**src/rtl/fir_pkg.sv**
```systemverilog
// Shared definitions for the FIR output path.
//   ACC_W     : width of the accumulated sum leaving the systolic chain
//   rs_t      : {sat, value} result of the round/saturate helper
//   round_sat : round-half-up, arithmetic shift, clip to a signed out_w range
package fir_pkg;

  localparam int ACC_W = 32;

  typedef struct packed {
    logic                    sat;
    logic signed [ACC_W-1:0] value;
  } rs_t;

  // Value is returned sign-extended to ACC_W; callers keep the low out_w bits.
  function automatic rs_t round_sat(input logic signed [ACC_W-1:0] acc,
                                    input int shift,
                                    input int out_w);
    logic signed [ACC_W:0] ext;
    logic signed [ACC_W:0] one;
    logic signed [ACC_W:0] s;
    logic signed [ACC_W:0] mag;
    logic signed [ACC_W:0] maxv;
    logic signed [ACC_W:0] minv;
    rs_t                   r;
    ext  = {acc[ACC_W-1], acc};
    one  = {{ACC_W{1'b0}}, 1'b1};
    // One extra bit keeps the rounding add from wrapping at the top of range.
    s    = (ext + (one <<< (shift - 1))) >>> shift;
    mag  = one <<< (out_w - 1);
    maxv = mag - one;
    minv = -mag;
    if (s > maxv) begin
      r.sat   = 1'b1;
      r.value = maxv[ACC_W-1:0];
    end else if (s < minv) begin
      r.sat   = 1'b1;
      r.value = minv[ACC_W-1:0];
    end else begin
      r.sat   = 1'b0;
      r.value = s[ACC_W-1:0];
    end
    return r;
  endfunction

endpackage

```
**src/rtl/fir_out_stage_if.sv**
```systemverilog
// Valid/ready sample stream leaving the FIR output stage.
//   out_data  : signed sample at FIFO head
//   out_valid : head holds a sample
//   out_ready : consumer takes the head this cycle
interface fir_out_stage_if #(
  parameter int OUT_W = 16
) ();
  logic signed [OUT_W-1:0] out_data;
  logic                    out_valid;
  logic                    out_ready;

  modport master (output out_data, output out_valid, input out_ready);
  modport slave  (input out_data, input out_valid, output out_ready);
endinterface

```
**src/rtl/sync_fifo.sv**
```systemverilog
// Show-ahead synchronous FIFO.
//   push/din : write din when not full, or when full and pop in the same cycle
//   pop      : remove head (ignored when empty)
//   full     : DEPTH entries held
//   empty    : no entries held
//   head     : oldest entry, combinational; 0 while empty
module sync_fifo #(
  parameter int WIDTH = 16,
  parameter int DEPTH = 4
) (
  input  logic             clk,
  input  logic             rst,
  input  logic             push,
  input  logic [WIDTH-1:0] din,
  input  logic             pop,
  output logic             full,
  output logic             empty,
  output logic [WIDTH-1:0] head
);

  localparam int AW = $clog2(DEPTH);

  // Extra MSB on each pointer separates full from empty when the indices match.
  logic [AW:0]      wr_ptr;
  logic [AW:0]      rd_ptr;
  logic [WIDTH-1:0] mem [DEPTH];
  logic             wr_en;
  logic             rd_en;

  assign empty = (wr_ptr == rd_ptr);
  assign full  = (wr_ptr[AW] != rd_ptr[AW]) && (wr_ptr[AW-1:0] == rd_ptr[AW-1:0]);
  assign rd_en = pop && !empty;
  assign wr_en = push && (!full || rd_en);
  assign head  = empty ? '0 : mem[rd_ptr[AW-1:0]];

  // NOTE: non-blocking assignments so every flop samples pre-edge values.
  always_ff @(posedge clk or negedge rst) begin
    if (!rst) begin
      wr_ptr <= '0;
      rd_ptr <= '0;
    end else begin
      if (wr_en) wr_ptr <= wr_ptr + 1'b1;
      if (rd_en) rd_ptr <= rd_ptr + 1'b1;
    end
  end

  // NOTE: storage is not reset; head is forced to 0 while empty instead.
  always_ff @(posedge clk) begin
    if (wr_en) mem[wr_ptr[AW-1:0]] <= din;
  end

endmodule

```
**src/rtl/fir_out_stage.sv**
```systemverilog
// Output stage of the systolic FIR chain.
//   clk, rst  : clock, asynchronous active-low reset
//   in_valid  : sample enters the chain this cycle
//   yin       : signed sum from the last chain element
//   dout      : rounded/saturated samples, valid/ready, show-ahead
//   overflow  : sticky, a result was dropped on a full FIFO
//   sat       : sticky, a result was clipped
//   drop_cnt  : dropped results, saturating at 255
module fir_out_stage
  import fir_pkg::*;
#(
  parameter int LAT   = 17,
  parameter int SHIFT = 15,
  parameter int OUT_W = 16,
  parameter int DEPTH = 4
) (
  input  logic                    clk,
  input  logic                    rst,
  input  logic                    in_valid,
  input  logic signed [ACC_W-1:0] yin,
  fir_out_stage_if.master         dout,
  output logic                    overflow,
  output logic                    sat,
  output logic [7:0]              drop_cnt
);

  logic [LAT-1:0]   vsr;
  logic             tag;
  rs_t              rnd;
  logic             unused_rnd_hi;
  logic             rs_valid;
  logic [OUT_W-1:0] rs_data;
  logic             fifo_full;
  logic             fifo_empty;
  logic [OUT_W-1:0] fifo_head;
  logic             drop;

  // Tail of the shift register lines up with the chain's matching sum.
  assign tag = vsr[LAT-1];

  always_ff @(posedge clk or negedge rst) begin
    if (!rst) vsr <= '0;
    else      vsr <= (vsr << 1) | LAT'(in_valid);
  end

  assign rnd = round_sat(yin, SHIFT, OUT_W);
  // Bits above OUT_W only repeat the sign after clipping.
  assign unused_rnd_hi = ^rnd.value;

  always_ff @(posedge clk or negedge rst) begin
    if (!rst) begin
      rs_valid <= 1'b0;
      rs_data  <= '0;
      sat      <= 1'b0;
    end else begin
      rs_valid <= tag;
      if (tag) begin
        rs_data <= rnd.value[OUT_W-1:0];
        if (rnd.sat) sat <= 1'b1;
      end
    end
  end

  // A full FIFO is never empty, so a pop request is a real pop here.
  assign drop = rs_valid && fifo_full && !dout.out_ready;

  always_ff @(posedge clk or negedge rst) begin
    if (!rst) begin
      overflow <= 1'b0;
      drop_cnt <= '0;
    end else if (drop) begin
      overflow <= 1'b1;
      if (drop_cnt != 8'hFF) drop_cnt <= drop_cnt + 8'd1;
    end
  end

  sync_fifo #(
    .WIDTH (OUT_W),
    .DEPTH (DEPTH)
  ) u_fifo (
    .clk   (clk),
    .rst   (rst),
    .push  (rs_valid),
    .din   (rs_data),
    .pop   (dout.out_ready),
    .full  (fifo_full),
    .empty (fifo_empty),
    .head  (fifo_head)
  );

  assign dout.out_data  = fifo_head;
  assign dout.out_valid = !fifo_empty;

endmodule

```
**src/flat_wrapper.sv**
```systemverilog
// flat-port wrapper written by rule: the top's interface ports become plain ports
module fir_out_stage_flat import fir_pkg::*;
#(
  parameter int LAT   = 17,
  parameter int SHIFT = 15,
  parameter int OUT_W = 16,
  parameter int DEPTH = 4
)
  (clk, rst, in_valid, yin, overflow, sat, drop_cnt, dout_out_data, dout_out_valid, dout_out_ready);
  fir_out_stage_if #(.OUT_W(OUT_W)) dout_i ();
  input  logic clk;
  input  logic rst;
  input  logic in_valid;
  input  logic signed [ACC_W-1:0] yin;
  output logic overflow;
  output logic sat;
  output logic [7:0] drop_cnt;
  output wire logic [$bits(dout_i.out_data)-1:0] dout_out_data;
  output wire logic [$bits(dout_i.out_valid)-1:0] dout_out_valid;
  input wire logic [$bits(dout_i.out_ready)-1:0] dout_out_ready;
  assign dout_out_data = dout_i.out_data;
  assign dout_out_valid = dout_i.out_valid;
  assign dout_i.out_ready = dout_out_ready;
  fir_out_stage #(.LAT(LAT), .SHIFT(SHIFT), .OUT_W(OUT_W), .DEPTH(DEPTH)) u_core (.clk(clk), .rst(rst), .in_valid(in_valid), .yin(yin), .dout(dout_i), .overflow(overflow), .sat(sat), .drop_cnt(drop_cnt));
endmodule
```
**config.mk**
```make
export PLATFORM = sky130hd
export DESIGN_NAME = fir_out_stage_flat
export DESIGN_NICKNAME = d
export VERILOG_FILES = /design/src/rtl/fir_pkg.sv /design/src/rtl/fir_out_stage_if.sv /design/src/rtl/sync_fifo.sv /design/src/rtl/fir_out_stage.sv /design/src/flat_wrapper.sv
export SDC_FILE = /design/constraint.sdc
export NUM_CORES = 1
export LEC_CHECK = 0
export ABC_AREA = 1
export CORE_MARGIN = 5
export CORE_UTILIZATION = 45
export DETAILED_ROUTE_END_ITERATION = 8
export DONT_BUFFER_PORTS = 1
export PLACE_DENSITY = 0.71
export SETUP_SLACK_MARGIN = 0.15
export SLEW_MARGIN = 5
export SYNTH_ARGS = -nofsm -noshare
export SYNTH_HDL_FRONTEND = slang
export SYNTH_SLANG_ARGS = --single-unit
```
**constraint.sdc**
```tcl
create_clock -name clk -period 4.6 [get_ports clk]
set_input_delay 0.69 -clock clk [delete_from_list [all_inputs] [get_ports clk]]
set_output_delay 0.69 -clock clk [all_outputs]
set_load 0.03 [all_outputs]
```
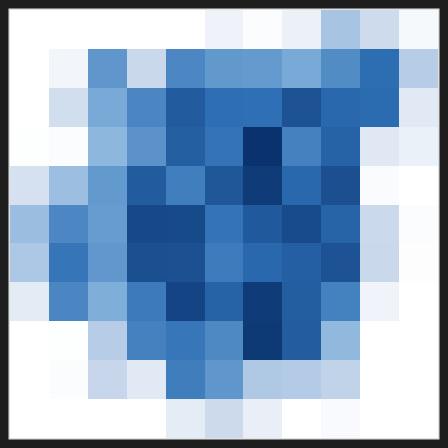
(images/cell_density.png)
11 x 11 tiles, from white (low) to dark blue (high), 0 to 100% covered.
mean over tiles = 42%
densest ninth of the die = center
tiles over 75% full = 25%
nearly empty tiles = 22%
fullest tile = 99%
share of the core filled by cells before placement: 45.7%
utilization after layout: 52.7%
Core Region: 10800 sq um

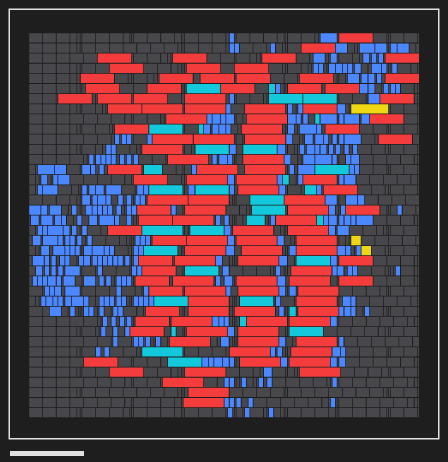
(images/placement_by_type.png)
Bar = 20 um. Fill, decap, tap and diode cells in gray.
sequential cells -> red  # cells 114
remaining buffers and delay cells -> yellow  # cells 3
combinational and other logic -> blue  # cells 348
clock drivers and dummy loads -> cyan  # cells 32
row cnt: 38
flop share of the area: 55.5%
Final Cell Area: 5710 sq um

==> run notes <==
Implementation results.

The inverter tally of the final layout excluding the clock network is 45. After clock tree synthesis, the setup repair step added 0 buffers. The cell with the largest stage delay on the worst path is sky130_fd_sc_hd__nand2_1. The count of vias placed by the detailed router is 3143. Per the synthesis report, the AND-OR/OR-AND share of the synthesized area is 6.21%. The post-cts gate resize count is 0. According to the cell report, flip-flops and latches in the layout number 114. Pin placement for this block handled 63 I/O pins. The power report puts the net switching power at 1.37 mW. The post-synthesis share of cell area spent on full adders, half adders and majority gates is 1.77%. Non-clock buffers in the final layout number 3.

The flip-flop and latch count after synthesis is 114. Clock latency on the worst-skew pair, taken at its later pin, is 0.51 ns. The type of the most critical hold path is in -> async.

The dominant power group is registers. The die extent in y is 115 um. The number of search-and-repair iterations in the first detailed-routing pass is 4.

The critical path startpoint is u_core.u_fifo.rd_ptr[0]. The sequential cell fraction of total power is 37.0%. The commonest cells after synthesis are 127 x sky130_fd_sc_hd__nand2_1, 64 x sky130_fd_sc_hd__edfxtp_1, 50 x sky130_fd_sc_hd__dfrtp_1, 50 x sky130_fd_sc_hd__nor2_1, 41 x sky130_fd_sc_hd__inv_1. The minimum setup slack among reg-to-reg paths is 1.94 ns. The multiplexer area fraction after synthesis is 0%. The flow measured a signed area growth from synthesis to layout of 15.3%. The via-per-instance ratio is 4.93.

The flip-flop cell with the highest count after synthesis is sky130_fd_sc_hd__edfxtp_1. Among all stages on the critical path, the maximum delay recorded is 0.56 ns. The number of synthesized flops with an enable pin is 64.

Clock network power for this build is 1.29 mW. The cell area reported after detailed placement is 5080 sq um. The design received a total of 140 well taps at floorplan. After layout, the setup clock skew is reported as 0.0169 ns. The H-tree was split into 4 levels. The worst path uses 77.7% of the clock period. After detailed placement, the design holds a cell count of 604. The worst path setup slack after routing is 1.03 ns. TritonCTS built the clock tree. The kind of critical path is reg -> out. The area taken by flip-flops and latches is 3170 sq um. The flow ran to the end, and the final reports show no timing, DRC or antenna violations.

Global routing used 14.5% of the available tracks across all layers. Per report_power, the Combinational row totals 1.09 mW. Summing all multi-input logic gate instances after layout gives 1550 sq um. The script logs the mean routed wire length per placed instance as 13.9 um. The basic-gate share of the synthesized area counting and, or, nand and nor cells is 19.0%. The capture point of the critical path was reported as dout_out_data[2]. For reference, the final report shows the max-slew violation count at 0. The register with the most flip-flops in the layout has 64 of them. The wire length recorded after detailed routing is 8840 um.

The arrival time of data at the worst endpoint is listed as 2.88 ns. Listed in order, past its start point the critical path passes buf_4 -> inv_2 -> nand2_1 -> a22oi_2 -> nand2_1 -> nand2_1 -> inv_1. The highest supply drop recorded on VDD is 0.270 mV.

The static leakage is 2.50 nW. Per the detail_route log, met3 wirelength is 395 um. For the final routed database, the setup TNS stands at 0 ns. The most common cell in the synthesized netlist is sky130_fd_sc_hd__nand2_1. The via count of the first global-routing pass is 3230.

For the pin with the worst max-slew slack, the measured transition is 0.976 ns. The power in sequential cells is 1.40 mW. The start of the worst register-to-register path is u_core.u_fifo.rd_ptr[0]. The uppermost layer routed is met4.
No activity file was given, so power comes from the tool's default toggle rates.
